==> config.mk <==
export PLATFORM = sky130hd
export DESIGN_NAME = timer_prescaler_mc
export DESIGN_NICKNAME = d
export VERILOG_FILES = /design/src/rtl/timer_prescaler_mc_pkg.sv /design/src/rtl/timer_psc_ch.sv /design/src/rtl/timer_prescaler_mc.sv
export SDC_FILE = /design/constraint.sdc
export NUM_CORES = 1
export LEC_CHECK = 0
export CORE_MARGIN = 2
export CORE_UTILIZATION = 52
export CTS_CLUSTER_SIZE = 14
export DETAILED_ROUTE_END_ITERATION = 12
export PLACE_DENSITY = 0.79
export SLEW_MARGIN = 40
export SYNTH_ARGS = -nofsm -noshare
export SYNTH_HDL_FRONTEND = slang
export SYNTH_HIERARCHICAL = 1
export SYNTH_SLANG_ARGS = --single-unit
==> constraint.sdc <==
create_clock -name clk -period 3.07 [get_ports clk]
set_clock_uncertainty 0.15 [all_clocks]
set_input_delay 0.4605 -clock clk [delete_from_list [all_inputs] [get_ports clk]]
set_output_delay 0.4605 -clock clk [all_outputs]
set_load 0.02 [all_outputs]
**Clock nets**

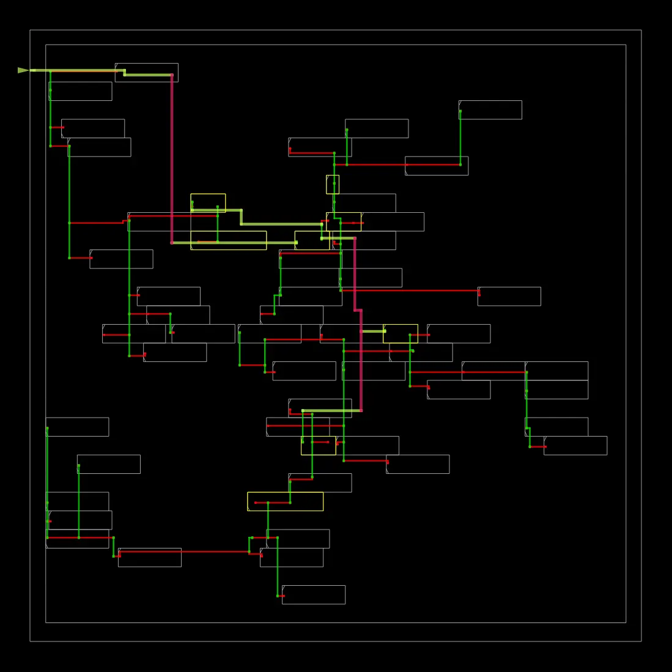
Clk. pwr: 0.544 mW
clock sinks: 49

**Sub-block map**

(4 px per µm) Other cells in gray.
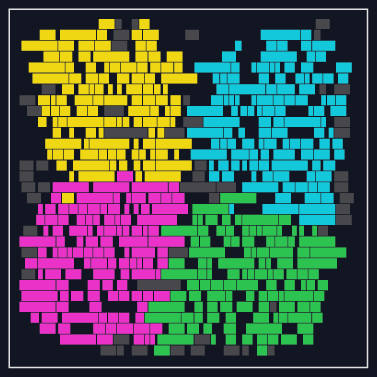
instance	color	cells
`g_ch[0].u_ch`	green	112
`g_ch[2].u_ch`	magenta	118
`g_ch[3].u_ch`	yellow	114
`g_ch[1].u_ch`	cyan	116
not colored	52
Layout Cells excl Fill: 611
Die Footprint: 7950 µm²
post-layout util: 71.3%

**Metal layers overlaid**

(4 px per µm)
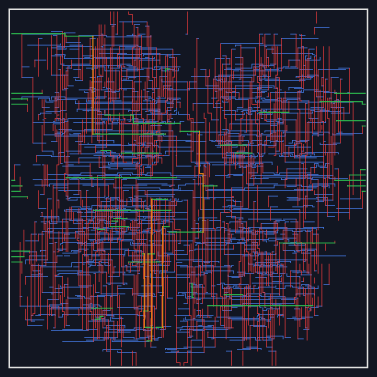
layer	color	wire length
M1	blue	4160 µm
M3	green	323 µm
M2	red	5040 µm
M4	orange	144 µm
vias: 3589
gr usage total: 25.1%
final wirelength: 9660 µm

**Port wiring**

(6 px per µm)
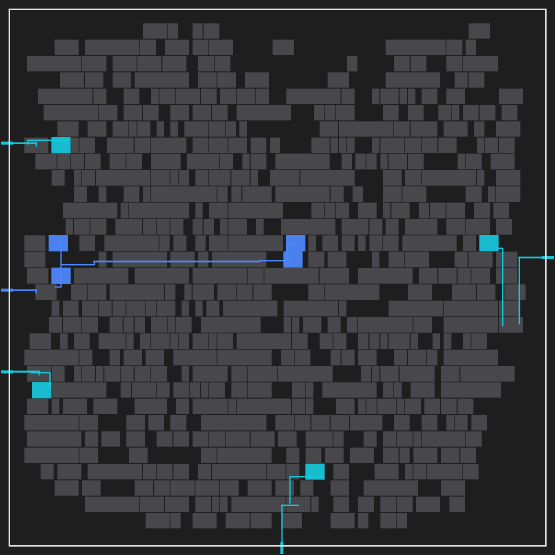
port	color	bits	direction	edge	end cells	buffers	wire
`cnt_en`	cyan	4	output	2 left, 1 bottom, 1 right	4	4	70.3 µm
`debug_mode`	blue	1	input	left	4	1	56.6 µm
number of port buffers: 36
# IOs: 37

==> flow_summary.toml <==
# implementation run metrics
[finish]
seq-cell-share_pct = 24.1
antenna_cells = 0
lay_top_count = "buf_4"
largest_class = "multi-input combinational cells"
largest_reg_flops = 32
layout.nonclk_buf_share_pct = 19.2

[yosys]
yosysWarnings = 6
synthFlopType = "dfrtp_1"
yosys.area.top_type_share_pct = 32.5
synth_cell_types = 40
yosysTopAreaCell = "dfrtp_1"
topCellsByArea = "dfrtp_1 32%, xor2_1 7.4%, mux2_2 4.8%"
edf_count = 0
async_flop_share_pct = 100
synthCells = 409
synth_area_um2 = 3770

[final_timing]
max_freq_ghz = 0.317
setup_slack_ns = -0.0863
hold_ws_ns = 0.386
setup_violations = 4

[power_and_ir_drop]
sequentialPower_mw = 0.704
pg_comb_mw = 0.367
power.share.switching_pct = 26.0
intPower_mw = 1.20
top_power_group = "registers"
power.density_nw_per_um2 = 317
power_frac_clock_pct = 33.7

[clock_tree]
cts_tree = "yes"
clk_pin_slew_ns = 0.09
cts_setup_buffers = 6
cts_buffer_depth = 2

[global_routing]
grtUsageMet2_pct = 44.2
grt_first_pass_wirelength_um = 16000
use_met1_pct = 32.8

[worst_setup_path]
end_kind = "primary output"
crit_top_cell = "buf_6"
cp_max_fo = 4
required_ns = 2.46

[run_status]
status = "finished with violations"
failed_checks = "setup timing"

[floorplan]
die_h_um = 89.2
tap_cells = 99
floorplan.core_util_pct = 52.9

[placement]
pre_cts_ws_ns = -0.859
place.gp.congestion = 0.898

[hold_path]
hold_path_depth = 1
Power and IR drop assume default switching activity.
